--- src/rtl/nn_pkg.sv ---
// nn_pkg: shared FSM states, index-width helper and Q-format constants for the neuron datapath.
package nn_pkg;
  typedef enum logic [2:0] {LOAD, CLEAR, FEED, FLUSH, CAPTURE} state_t;
  localparam int Q_WIDTH = 8;
  localparam int Q_INT_BITS = 2;
  localparam int Q_FRAC_BITS = Q_WIDTH - Q_INT_BITS;
  function automatic int idx_w(input int n);
    return (n > 1) ? $clog2(n) : 1;
  endfunction
endpackage

--- src/rtl/weight_bank.sv ---
// weight_bank: DEPTH x WIDTH weight register file, one write port, combinational read.
module weight_bank
  import nn_pkg::*;
#(
  parameter int WIDTH = Q_WIDTH,
  parameter int DEPTH = 12,
  localparam int AW = idx_w(DEPTH)
) (
  input  logic             clk,
  input  logic             reset,
  input  logic             i_wr_en,
  input  logic [AW-1:0]    i_wr_addr,
  input  logic [WIDTH-1:0] i_wr_data,
  input  logic [AW-1:0]    i_rd_addr,
  output logic [WIDTH-1:0] o_rd_data
);
  logic [WIDTH-1:0] r_mem [DEPTH];
  assign o_rd_data = r_mem[i_rd_addr];
  always_ff @(posedge clk or posedge reset)
    if (reset)
      for (int i = 0; i < DEPTH; i++) r_mem[i] <= '0;
    else if (i_wr_en && int'(i_wr_addr) < DEPTH)
      r_mem[i_wr_addr] <= i_wr_data;
endmodule

--- src/rtl/neuron_sequencer.sv ---
// neuron_sequencer: buffers one activation vector and drives MAC clear/feed/flush per neuron,
// capturing each neuron's result onto a ready/valid stream in index order.
module neuron_sequencer
  import nn_pkg::*;
#(
  parameter int WIDTH = Q_WIDTH,
  parameter int INPUTS = 3,
  parameter int NEURONS = 4,
  localparam int AW = idx_w(NEURONS * INPUTS),
  localparam int NW = idx_w(NEURONS),
  localparam int KW = idx_w(INPUTS + 1)
) (
  input  logic             clk,
  input  logic             reset,
  input  logic             in_valid,
  output logic             in_ready,
  input  logic [WIDTH-1:0] in_data,
  input  logic             w_wr_en,
  input  logic [AW-1:0]    w_addr,
  input  logic [WIDTH-1:0] w_data,
  output logic             mac_clr,
  output logic             mac_en,
  output logic [WIDTH-1:0] mac_a,
  output logic [WIDTH-1:0] mac_b,
  input  logic [WIDTH-1:0] mac_out,
  output logic             out_valid,
  input  logic             out_ready,
  output logic [WIDTH-1:0] out_data,
  output logic [NW-1:0]    out_idx,
  output logic             busy
);
  state_t           r_state;
  logic [KW-1:0]    r_k;
  logic [NW-1:0]    r_n;
  logic [WIDTH-1:0] r_act [INPUTS];
  logic [WIDTH-1:0] w_weight;
  logic [AW-1:0]    w_rd_addr;
  logic             w_issue;
  assign in_ready  = r_state == LOAD;
  assign w_rd_addr = AW'(r_n) * AW'(INPUTS) + AW'(r_k);
  // r_k == INPUTS marks that every operand has been issued and the flush is next
  assign w_issue   = r_k < KW'(INPUTS);
  weight_bank #(.WIDTH(WIDTH), .DEPTH(NEURONS * INPUTS)) u_bank (
    .clk(clk), .reset(reset), .i_wr_en(w_wr_en), .i_wr_addr(w_addr), .i_wr_data(w_data),
    .i_rd_addr(w_rd_addr), .o_rd_data(w_weight)
  );
  always_ff @(posedge clk or posedge reset)
    if (reset) begin
      r_state <= LOAD;
      r_k <= '0;
      r_n <= '0;
      for (int i = 0; i < INPUTS; i++) r_act[i] <= '0;
      mac_clr <= 1'b0;
      mac_en <= 1'b0;
      mac_a <= '0;
      mac_b <= '0;
      out_valid <= 1'b0;
      out_data <= '0;
      out_idx <= '0;
      busy <= 1'b0;
    end else begin
      mac_clr <= 1'b0;
      if (out_valid && out_ready) out_valid <= 1'b0;
      case (r_state)
        LOAD: if (in_valid) begin
          r_act[r_k] <= in_data;
          busy <= 1'b1;
          r_k <= (r_k == KW'(INPUTS - 1)) ? '0 : r_k + KW'(1);
          if (r_k == KW'(INPUTS - 1)) begin
            r_n <= '0;
            mac_clr <= 1'b1;
            r_state <= CLEAR;
          end
        end
        CLEAR, FEED: begin
          mac_en <= 1'b1;
          mac_a <= w_issue ? r_act[r_k] : '0;
          mac_b <= w_issue ? w_weight : '0;
          r_k <= w_issue ? r_k + KW'(1) : r_k;
          r_state <= w_issue ? FEED : FLUSH;
        end
        FLUSH: begin
          mac_en <= 1'b0;
          r_state <= CAPTURE;
        end
        CAPTURE: if (!out_valid || out_ready) begin
          out_data <= mac_out;
          out_idx <= r_n;
          out_valid <= 1'b1;
          r_k <= '0;
          if (r_n == NW'(NEURONS - 1)) begin
            busy <= 1'b0;
            r_state <= LOAD;
          end else begin
            r_n <= r_n + NW'(1);
            mac_clr <= 1'b1;
            r_state <= CLEAR;
          end
        end
        default: r_state <= LOAD;
      endcase
    end
endmodule

--- config.mk ---
export PLATFORM = sky130hd
export DESIGN_NAME = neuron_sequencer
export DESIGN_NICKNAME = d
export VERILOG_FILES = /design/src/rtl/nn_pkg.sv /design/src/rtl/weight_bank.sv /design/src/rtl/neuron_sequencer.sv
export SDC_FILE = /design/constraint.sdc
export NUM_CORES = 1
export LEC_CHECK = 0
export CAP_MARGIN = 20
export CORE_ASPECT_RATIO = 1.1
export CORE_MARGIN = 3
export CORE_UTILIZATION = 38
export CTS_CLUSTER_DIAMETER = 40
export DETAILED_ROUTE_END_ITERATION = 6
export REMOVE_ABC_BUFFERS = 1
export SLEW_MARGIN = 10
export SYNTH_ARGS = -nofsm -noshare
export SYNTH_HDL_FRONTEND = slang
export SYNTH_SLANG_ARGS = --single-unit
--- constraint.sdc ---
create_clock -name clk -period 5.6 [get_ports clk]
set_input_delay 1.12 -clock clk [delete_from_list [all_inputs] [get_ports clk]]
set_output_delay 1.12 -clock clk [all_outputs]
set_load 0.02 [all_outputs]
==> metrics.csv, run 1 <==
stage,metric,value,unit
status,status,completed,
drt,initial drt markers,103,
floorplanning,Top Ports,64,
power,Comb pwr share,35.8,%
floorplanning,die height,149,um
flow_run,tool warnings,30,
finish,final-layout clock-cell area share,7.43,%
drt,Met3 Routed Length,594,um
final_timing,worst slew pin tran,0.995,ns
worst_setup_path,worst reg2reg startpoint,r_k[1]$_DFFE_PP0P_,
drt,met1 WL,7030,um
clock_network,setup repair bufs after CTS,0,
floorplanning,chip area,20400,um^2
power,Clock net power,1.24,mW
finish,share of layout cells above drive strength 1,34.3,%
worst_setup_path,R2R setup slack,1.93,ns
finish,Layout fillers,1597,
finish,Seq cells,157,
finish,max FFs per register,96,
clock_network,TritonCTS clock tree,yes,
finish,Finished Core Util,47.7,%
clock_network,hold buffer count at CTS,0,
final_timing,post-route minimum period,3.67,ns
yosys,cell taking the most area after synthesis,dfrtp_1,
global_routing,initial antenna violation count,0,
yosys,"area share, top type",55.4,%
worst_setup_path,reg2reg end,mac_b[1]$_DFFE_PP0P_,
power,sw frac,30.9,%
drt,Via-to-Cell Ratio,5.25,
flow_run,Max Cap Viol,0,
finish,largest class,sequential cells,
final_timing,Hold Fails Final Rpt,0,
floorplanning,core area,18000,um^2
worst_setup_path,end of the critical path,mac_b[1]$_DFFE_PP0P_,
global_routing,first-pass GRT wire length,24900,um
yosys,Yosys reg bits,157,
yosys,Main logic family,multiplexers,
worst_setup_path,CP Depth,6,
worst_setup_path,critical path startpoint category,flip-flop,
finish,# clk buffers,20,
finish,nonclk inv count,5,
yosys,Cell variety after synth,34,
power,clock power share,26.8,%
yosys,Synth warnings,0,
yosys,Synth area leaders,"dfrtp_1, mux2_2, mux4_2, mux4_1, ha_1",
drt,DRC viols,0,
yosys,cell count in the Yosys report,484,
finish,multi-input combinational area share,35.0,%
finish,sequential cell area,3930,um^2
floorplanning,Init Core Util,39.4,%
final_timing,Max Clk Rate,272,MHz
power,Max IR drop VDD,0.238,mV
yosys,commonest cells in the netlist,"dfrtp_1, mux2_2, clkbuf_1",
placement,dpl cells,762,
yosys,Post-synth EDFFs,0,
final_timing,setup TNS,0,ns
placement,pre-CTS setup slack,1.91,ns
power,P per Cell Area,540,nW/um^2
finish,nets,589,
final_timing,Max Clock Skew,0.00863,ns
yosys,Post-synth seq share,55.4,%
drt,top layer in use,met4,
clock_network,CTS Buf Count,17,
final_timing,fin crit share,65.5,%
clock_network,H-tree depth,4,
worst_setup_path,CP dominant cell by count,fa_1,
power,Leak,3.68,nW
worst_setup_path,Critical Path AT,3.96,ns
placement,hpwl dp,10300,um
min_path,Hold Path Stages,1,
worst_setup_path,CP Class,reg -> reg,
final_timing,RSZ-0062 raised after global routing,no,
worst_setup_path,critical-path cell list,fa_1 > ha_1 > fa_1 > mux4_1 > mux2_2 > a221o_1,
min_path,Hold EP,busy$_DFFE_PP0P_,
power,Top Consumer,registers,
clock_network,Clock transition at path regs,0.06,ns
worst_setup_path,"Largest delay share family, worst path",adder cells,
yosys,Yosys chip area,7100,um^2
finish,final std cells w/o fill,795,
yosys,yosys xor share,0.123,%
yosys,and+or+nand+nor area frac,4.94,%
placement,Placement Cell Area,7930,um^2
power,seq pwr,1.73,mW
final_timing,max_slew headroom,33.4,%
global_routing,vias in the first global route,4530,
min_path,hold_sp,busy$_DFFE_PP0P_,
global_routing,grt total ovfl,0,
final_timing,hold slack,0.473,ns
worst_setup_path,worst path bufs/invs,0,
power,P_comb,1.66,mW
floorplanning,die width,136,um
yosys,Synth Area per Inst,14.7,um^2
finish,"Buffers, non-clock",69,
floorplanning,Tap Cells,238,
clock_network,CTS root buffer,clkbuf_16,
worst_setup_path,Crit Path Max Fanout,17,
yosys,"Top FF cell, synth",dfrtp_1,
worst_setup_path,Required @ worst endpoint,5.89,ns
yosys,"FFs w/ async S/R, synth",100,%
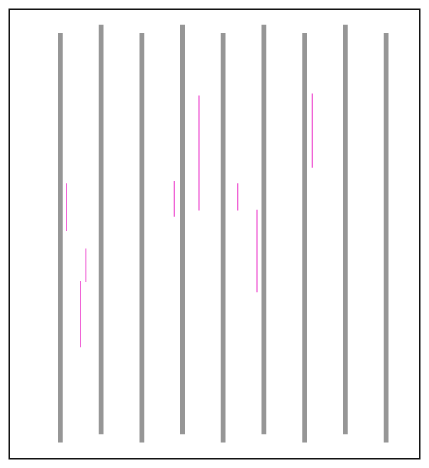
(run_1/layer_met4.png)
Drawn at 3 px/um. Supply wires on this layer in grey.
nets with wire on the layer: 3
share of all routed wire: 1.0%
longest straight run: 38.1 um
WL final: 15200 um
vias post-DR: 4176

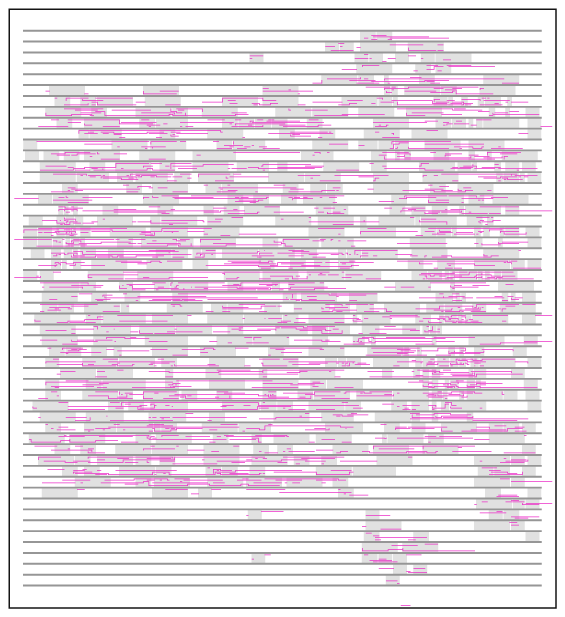
(run_1/layer_met1.png)
Drawn at 4 px/um. Supply wires on this layer in grey.
share of all routed wire: 46%
main direction: horizontal
nets with wire on the layer: 525
longest straight run: 51.5 um

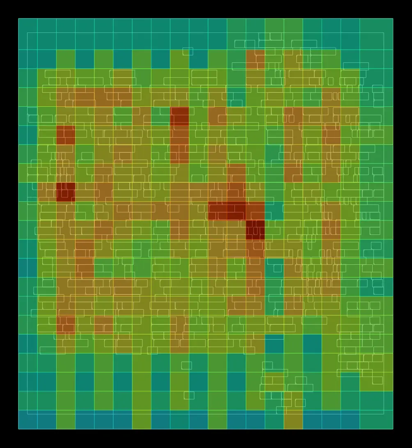
(run_1/congestion.png)
grt met1 use: 22.0%
M3 GR Usage: 3.58%
Most Used Layer, Global Route: met2

==> run_1/flops_by_reg.png <==
Drawn at 3 px/um. Other sequential cells in the stronger grey, the rest of the logic in the fainter grey.
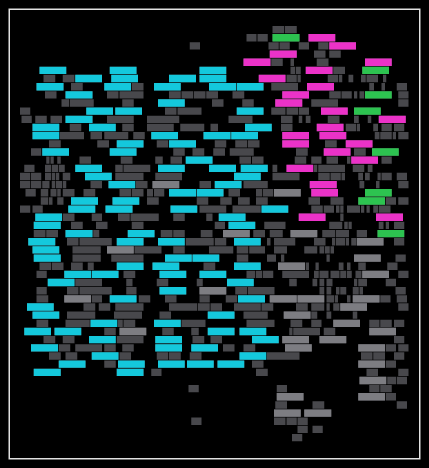

==> run 2, diff against run 1 <==
==> constraint.sdc (replaced) <==
create_clock -name clk -period 3.6 [get_ports clk]
set_input_delay 0.72 -clock clk [delete_from_list [all_inputs] [get_ports clk]]
set_output_delay 0.72 -clock clk [all_outputs]
set_load 0.02 [all_outputs]
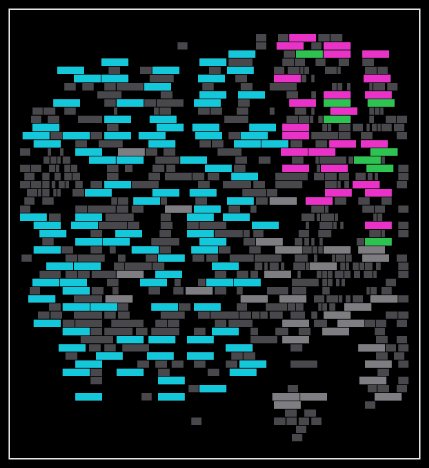
(run_2/flops_by_reg.png)
Drawn at 3 px/um. Other sequential cells in the stronger grey, the rest of the logic in the fainter grey.
legend:
  magenta:
    netlist_name: r_act
    placed_flops: 24
  green:
    netlist_name: mac_a
    placed_flops: 8
    where: upper right
  cyan:
    netlist_name: u_bank.r_mem
    placed_flops: 96
not coloured: 29

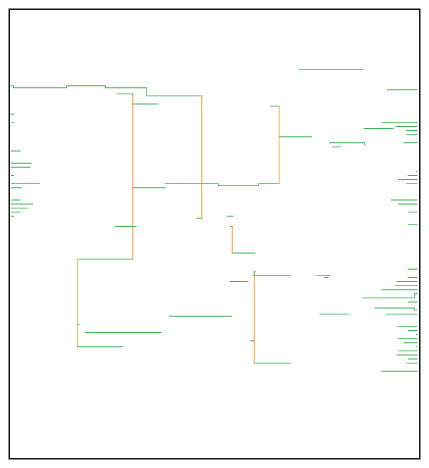
(run_2/wires.png)
Drawn at 3 px/um. Two of the layers only.
legend:
  green:
    layer: metal 3
    wire_length: 593 um
  orange:
    layer: metal 4
    wire_length: 189 um

==> metrics.csv, run 2 <==
stage,metric,value,unit,change
floorplanning,Tap Cells,238,,unchanged
clock_network,CTS Buf Count,17,,unchanged
drt,met1 WL,6880,um,was 7030 um
drt,Met3 Routed Length,592,um,was 594 um
worst_setup_path,CP Class,reg -> reg,,unchanged
worst_setup_path,critical-path cell list,fa_1 > ha_1 > buf_4 > mux4_1 > mux2_2 > a221o_1,,was fa_1 > ha_1 > fa_1 > mux4_1 > mux2_2 > a221o_1
global_routing,grt met1 use,20.9,%,was 22.0%
drt,WL final,15600,um,was 15200 um
finish,final-layout clock-cell area share,7.01,%,was 7.43%
final_timing,worst slew pin tran,0.925,ns,was 0.995 ns
finish,nets,596,,was 589
finish,biggest regs,"u_bank.r_mem x96, r_act x24",,unchanged
yosys,Synth area leaders,"dfrtp_1, mux2_2, mux4_2, mux4_1, ha_1",,unchanged
min_path,Hold Path Stages,2,,was 1
finish,max FFs per register,96,,unchanged
worst_setup_path,Critical Path AT,3.28,ns,was 3.96 ns
flow_run,Max Cap Viol,0,,unchanged
worst_setup_path,CP Depth,6,,unchanged
final_timing,hold slack,0.480,ns,was 0.473 ns
final_timing,fin crit share,82.9,%,was 65.5%
yosys,Yosys chip area,7100,um^2,unchanged
power,P_comb,2.65,mW,was 1.66 mW
global_routing,first-pass GRT wire length,25000,um,was 24900 um
floorplanning,die height,149,um,unchanged
global_routing,M3 GR Usage,3.21,%,was 3.58%
yosys,commonest cells in the netlist,"dfrtp_1, mux2_2, clkbuf_1",,unchanged
global_routing,initial antenna violation count,0,,unchanged
placement,pre-CTS setup slack,0.607,ns,was 1.91 ns
finish,share of layout cells above drive strength 1,35.0,%,was 34.3%
clock_network,hold buffer count at CTS,0,,unchanged
yosys,cell taking the most area after synthesis,dfrtp_1,,unchanged
final_timing,Max Clk Rate,335,MHz,was 272 MHz
worst_setup_path,worst reg2reg startpoint,r_n[0]$_DFFE_PP0P_,,was r_k[1]$_DFFE_PP0P_
floorplanning,die width,136,um,unchanged
worst_setup_path,CP peak stage delay,0.60,ns,was 1.04 ns
yosys,"Top FF cell, synth",dfrtp_1,,unchanged
drt,top layer in use,met4,,unchanged
floorplanning,Init Core Util,39.4,%,unchanged
yosys,Cell variety after synth,34,,unchanged
clock_network,H-tree depth,4,,unchanged
yosys,Main logic family,multiplexers,,unchanged
power,sw frac,31.7,%,was 30.9%
finish,multi-input combinational area share,35.0,%,about the same
finish,Seq cells,157,,unchanged
yosys,cell count in the Yosys report,484,,unchanged
min_path,hold_sp,mac_a[2]$_DFFE_PP0P_,,was busy$_DFFE_PP0P_
yosys,Post-synth EDFFs,0,,unchanged
finish,Finished Core Util,47.8,%,was 47.7%
worst_setup_path,reg2reg end,mac_b[3]$_DFFE_PP0P_,,was mac_b[1]$_DFFE_PP0P_
power,clock power share,25.6,%,was 26.8%
yosys,yosys xor share,0.123,%,unchanged
drt,initial drt markers,160,,was 103
worst_setup_path,"Largest delay share family, worst path",multiplexers,,was adder cells
final_timing,post-route minimum period,2.99,ns,was 3.67 ns
worst_setup_path,worst r2r path cells,6,,unchanged
yosys,Synth top cell by count,dfrtp_1,,unchanged
placement,dpl cells,771,,was 762
finish,final std cells w/o fill,803,,was 795
clock_network,Clock transition at path regs,0.06,ns,about the same
finish,sequential cell area,3930,um^2,unchanged
power,Leak,3.69,nW,was 3.68 nW
flow_run,tool warnings,30,,unchanged
worst_setup_path,end of the critical path,mac_b[3]$_DFFE_PP0P_,,was mac_b[1]$_DFFE_PP0P_
worst_setup_path,Required @ worst endpoint,3.90,ns,was 5.89 ns
finish,Layout fillers,1588,,was 1597
finish,"Buffers, non-clock",76,,was 69
yosys,and+or+nand+nor area frac,4.94,%,unchanged
power,Max IR drop VDD,0.381,mV,was 0.238 mV
global_routing,grt total ovfl,0,,unchanged
final_timing,setup TNS,0,ns,unchanged
floorplanning,Top Ports,64,,unchanged
drt,DRC viols,0,,unchanged
drt,Via-to-Cell Ratio,5.27,,was 5.25
clock_network,clk ins delay skew pair,0.42,ns,about the same
floorplanning,core area,18000,um^2,unchanged
yosys,"FFs w/ async S/R, synth",100,%,unchanged
power,Comb pwr share,37.2,%,was 35.8%
clock_network,setup repair bufs after CTS,0,,unchanged
global_routing,"Most Used Layer, Global Route",met2,,unchanged
drt,vias post-DR,4233,,was 4176
power,P per Cell Area,828,nW/um^2,was 540 nW/um^2
clock_network,TritonCTS clock tree,yes,,unchanged
final_timing,RSZ-0062 raised after global routing,no,,unchanged
global_routing,vias in the first global route,4590,,was 4530
status,status,completed,,unchanged
power,seq pwr,2.65,mW,was 1.73 mW
finish,# clk buffers,22,,was 20
min_path,Hold EP,mac_a[2]$_DFFE_PP0P_,,was busy$_DFFE_PP0P_
final_timing,max_slew headroom,38.1,%,was 33.4%
placement,Placement Cell Area,8000,um^2,was 7930 um^2
worst_setup_path,R2R setup slack,0.61,ns,was 1.93 ns
finish,largest class,sequential cells,,unchanged
worst_setup_path,critical path startpoint category,flip-flop,,unchanged
final_timing,Max Clock Skew,0.00660,ns,was 0.00863 ns
placement,hpwl dp,10300,um,about the same
worst_setup_path,worst path bufs/invs,1,,was 0
finish,nonclk inv count,5,,unchanged
yosys,Yosys reg bits,157,,unchanged
clock_network,CTS root buffer,clkbuf_16,,unchanged
power,Clock net power,1.82,mW,was 1.24 mW
power,Top Consumer,registers,,unchanged
floorplanning,chip area,20400,um^2,unchanged
yosys,Post-synth seq share,55.4,%,unchanged
final_timing,Hold Fails Final Rpt,0,,unchanged
worst_setup_path,Crit Path Max Fanout,24,,was 17
yosys,Synth warnings,0,,unchanged
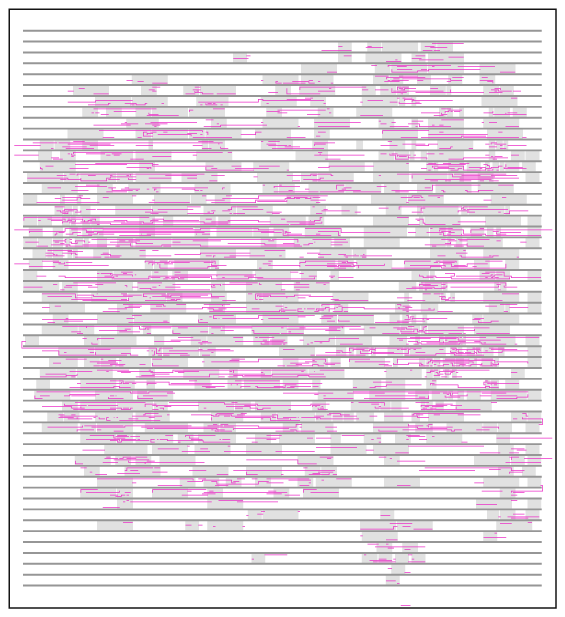
(run_2/layer_met1.png)
Drawn at 4 px/um. Supply wires on this layer in grey.
main direction: horizontal
wire length on this layer: 6880 um
longest straight run: 54.7 um

==> run_2/layer_met4.png <==
Drawn at 3 px/um. Supply wires on this layer in grey.
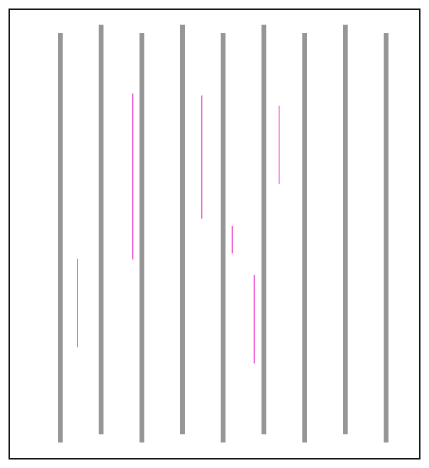

==> run 3, diff against run 2 <==
==> constraint.sdc (replaced) <==
create_clock -name clk -period 2.7 [get_ports clk]
set_input_delay 0.54 -clock clk [delete_from_list [all_inputs] [get_ports clk]]
set_output_delay 0.54 -clock clk [all_outputs]
set_load 0.02 [all_outputs]
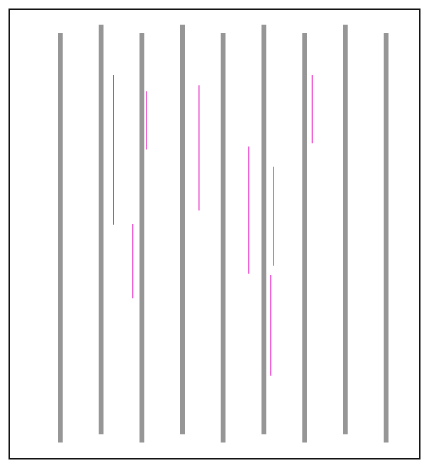
(run_3/layer_met4.png)
Drawn at 3 px/um. Supply wires on this layer in grey.
WL final: 15500 um
vias post-DR: 4283

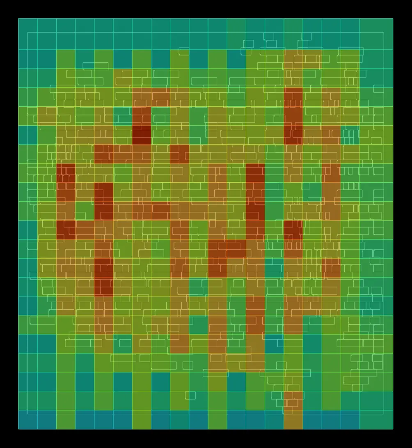
(run_3/congestion.png)
average wire per standard cell: 19.1 um
M3 GR Usage: 3.07%

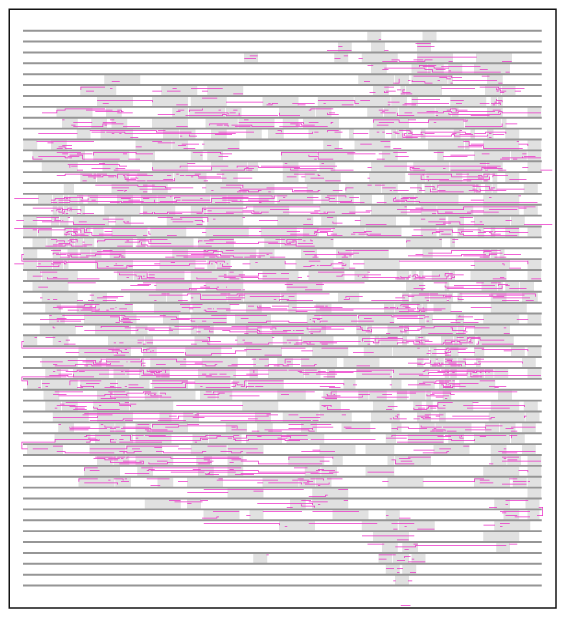
(run_3/layer_met1.png)
Drawn at 4 px/um. Supply wires on this layer in grey.
grt met1 use: 21.8%

==> metrics.csv, run 3 <==
stage,metric,value,unit,change
status,status,"complete, but fails checks",,was completed
status,failing checks,negative setup slack,,
yosys,Yosys reg bits,157,,unchanged
yosys,Yosys chip area,7100,um^2,unchanged
power,Clock net power,2.55,mW,was 1.82 mW
final_timing,post-route minimum period,2.80,ns,was 2.99 ns
yosys,Main logic family,multiplexers,,unchanged
yosys,"Top FF cell, synth",dfrtp_1,,unchanged
clock_network,TritonCTS clock tree,yes,,unchanged
yosys,Synth mux share,31.7,%,unchanged
worst_setup_path,end of the critical path,mac_b[4]$_DFFE_PP0P_,,was mac_b[3]$_DFFE_PP0P_
clock_network,clk ins delay skew pair,0.42,ns,about the same
power,Comb pwr share,37.9,%,was 37.2%
worst_setup_path,critical path startpoint category,flip-flop,,unchanged
final_timing,min setup slack post-route,-0.102,ns,was 0.615 ns
yosys,Synth Area per Inst,14.7,um^2,unchanged
floorplanning,die height,149,um,unchanged
yosys,"FFs w/ async S/R, synth",100,%,unchanged
finish,logic area,3030,um^2,was 3010 um^2
clock_network,H-tree depth,4,,unchanged
drt,initial drt markers,164,,was 160
yosys,cell taking the most area after synthesis,dfrtp_1,,unchanged
power,P_int,6.70,mW,was 4.87 mW
worst_setup_path,CP dominant cell by count,fa_1,,
clock_network,CTS Buf Count,17,,unchanged
global_routing,initial antenna violation count,0,,unchanged
global_routing,pin count of the biggest net entering global routing,60,,was 69
yosys,Post-synth EDFFs,0,,unchanged
placement,hpwl dp,10400,um,was 10300 um
final_timing,worst slew pin tran,0.678,ns,was 0.925 ns
floorplanning,die width,136,um,unchanged
power,Leak,3.80,nW,was 3.69 nW
power,sw frac,31.3,%,was 31.7%
yosys,Synth top cell by count,dfrtp_1,,unchanged
yosys,Post-synth seq share,55.4,%,unchanged
finish,# clk buffers,19,,was 22
final_timing,RSZ-0062 raised after global routing,yes,,was no
worst_setup_path,CP peak stage delay,0.53,ns,was 0.60 ns
worst_setup_path,worst r2r path cells,7,,was 6
floorplanning,chip area,20400,um^2,unchanged
finish,most frequent cells in the layout,"dfrtp_1, mux2_2, clkdlybuf4s50_1",,unchanged
final_timing,setup TNS,-0.738,ns,was 0 ns
worst_setup_path,CP max-delay cell,fa_1,,was mux4_1
worst_setup_path,crit path capture type,flip-flop,,unchanged
global_routing,grt total ovfl,0,,unchanged
finish,multi-input combinational area share,34.5,%,was 35.0%
final_timing,final setup violation count,8,,was 0
final_timing,Max Clock Skew,0.00503,ns,was 0.00660 ns
placement,routability congestion estimate from global placement,0.786,,was 0.781
clock_network,CTS max path bufs,2,,unchanged
yosys,Synth area leaders,"dfrtp_1, mux2_2, mux4_2, mux4_1, ha_1",,unchanged
yosys,and+or+nand+nor area frac,4.94,%,unchanged
final_timing,Slew Limit Fails,0,,unchanged
drt,First-pass DRT Iterations,4,,unchanged
clock_network,hold buffer count at CTS,0,,unchanged
finish,Finished Core Util,48.8,%,was 47.8%
worst_setup_path,Crit Path Max Fanout,17,,was 24
global_routing,first-pass GRT wire length,25200,um,was 25000 um
final_timing,fin crit share,104,%,was 82.9%
worst_setup_path,Required @ worst endpoint,3.00,ns,was 3.90 ns
placement,dpl cells,782,,was 771
power,Seq pwr share,36.0,%,was 37.2%
final_timing,hold slack,0.474,ns,was 0.480 ns
finish,final std cells w/o fill,814,,was 803
min_path,worst hold path class,in -> async,,was reg -> reg
finish,nonclk inv count,5,,unchanged
final_timing,Max Clk Rate,357,MHz,was 335 MHz
worst_setup_path,worst reg2reg startpoint,r_n[0]$_DFFE_PP0P_,,unchanged
power,total design power,9.77,mW,was 7.12 mW
finish,flop share of the area,44.7,%,was 45.7%
yosys,Cell variety after synth,34,,unchanged
placement,pre-CTS setup slack,-0.114,ns,was 0.607 ns
yosys,Syn Inst Count,484,,unchanged
power,Switch Pwr,3.06,mW,was 2.25 mW
finish,Layout fillers,1572,,was 1588
yosys,yosys xor share,0.123,%,unchanged
finish,diode count,0,,unchanged
power,Max IR drop VDD,0.531,mV,was 0.381 mV
floorplanning,core area,18000,um^2,unchanged
worst_setup_path,reg2reg end,mac_b[4]$_DFFE_PP0P_,,was mac_b[3]$_DFFE_PP0P_
global_routing,vias in the first global route,4490,,was 4590
yosys,cell count in the Yosys report,484,,unchanged
worst_setup_path,R2R setup slack,-0.10,ns,was 0.61 ns
finish,sequential cell area,3930,um^2,unchanged
yosys,"area share, top type",55.4,%,unchanged
placement,I/O Buffers,63,,unchanged
clock_network,post_cts resized,4,,was 0
finish,largest class,sequential cells,,unchanged
drt,met2 wire length,7610,um,was 7900 um
clock_network,setup repair bufs after CTS,0,,unchanged
worst_setup_path,"Largest delay share family, worst path",adder cells,,was multiplexers
global_routing,"Most Used Layer, Global Route",met2,,unchanged
worst_setup_path,CP startpoint,r_n[0]$_DFFE_PP0P_,,unchanged
floorplanning,Top Ports,64,,unchanged
finish,final-layout clock-cell area share,7.20,%,was 7.01%
drt,DRC viols,0,,unchanged
power,clock power share,26.1,%,was 25.6%
flow_run,tool warnings,32,,was 30
power,P per Cell Area,1110,nW/um^2,was 828 nW/um^2
finish,Seq cells,157,,unchanged
floorplanning,Init Core Util,39.4,%,unchanged
finish,biggest regs,"u_bank.r_mem x96, r_act x24",,unchanged
finish,nets,607,,was 596
clock_network,clock sinks,157,,unchanged
yosys,Post-Synth AOI/OAI Area,3.49,%,unchanged
placement,Placement Cell Area,8130,um^2,was 8000 um^2
yosys,Synth warnings,0,,unchanged
drt,Met3 Routed Length,517,um,was 592 um
clock_network,CTS root buffer,clkbuf_16,,unchanged
finish,buffering overhead,9.95,%,was 8.61%
finish,multi-input gates,295,,unchanged
power,seq pwr,3.51,mW,was 2.65 mW
worst_setup_path,CP Class,reg -> reg,,unchanged
worst_setup_path,worst path bufs/invs,1,,unchanged
yosys,Adders+Majority by Area,2.15,%,unchanged
finish,"Buffers, non-clock",87,,was 76
drt,Via-to-Cell Ratio,5.26,,was 5.27
worst_setup_path,CP Depth,7,,was 6
power,P_comb,3.71,mW,was 2.65 mW
finish,share of layout cells above drive strength 1,36.8,%,was 35.0%
drt,top layer in use,met4,,unchanged
drt,met1 WL,7160,um,was 6880 um
final_timing,Hold Fails Final Rpt,0,,unchanged
yosys,commonest cells in the netlist,"dfrtp_1, mux2_2, clkbuf_1",,unchanged
finish,max FFs per register,96,,unchanged
floorplanning,Tap Cells,238,,unchanged
drt,Final ANT Viol Nets,0,,unchanged
clock_network,Clock transition at path regs,0.06,ns,about the same
worst_setup_path,Critical Path AT,3.10,ns,was 3.28 ns
global_routing,M2 GR Usage,26.6,%,was 27.8%
power,Top Consumer,combinational cells,,was registers
worst_setup_path,critical-path cell list,fa_1 > ha_2 > fa_1 > buf_12 > mux4_1 > mux2_4 > a221o_1,,was fa_1 > ha_1 > buf_4 > mux4_1 > mux2_2 > a221o_1
global_routing,GRT Overall Usage,16.3,%,about the same
final_timing,max_slew headroom,54.6,%,was 38.1%
flow_run,Max Cap Viol,0,,unchanged
yosys,Synth Cell Area,7100,um^2,unchanged
No activity file was given, so power comes from the tool's default toggle rates.
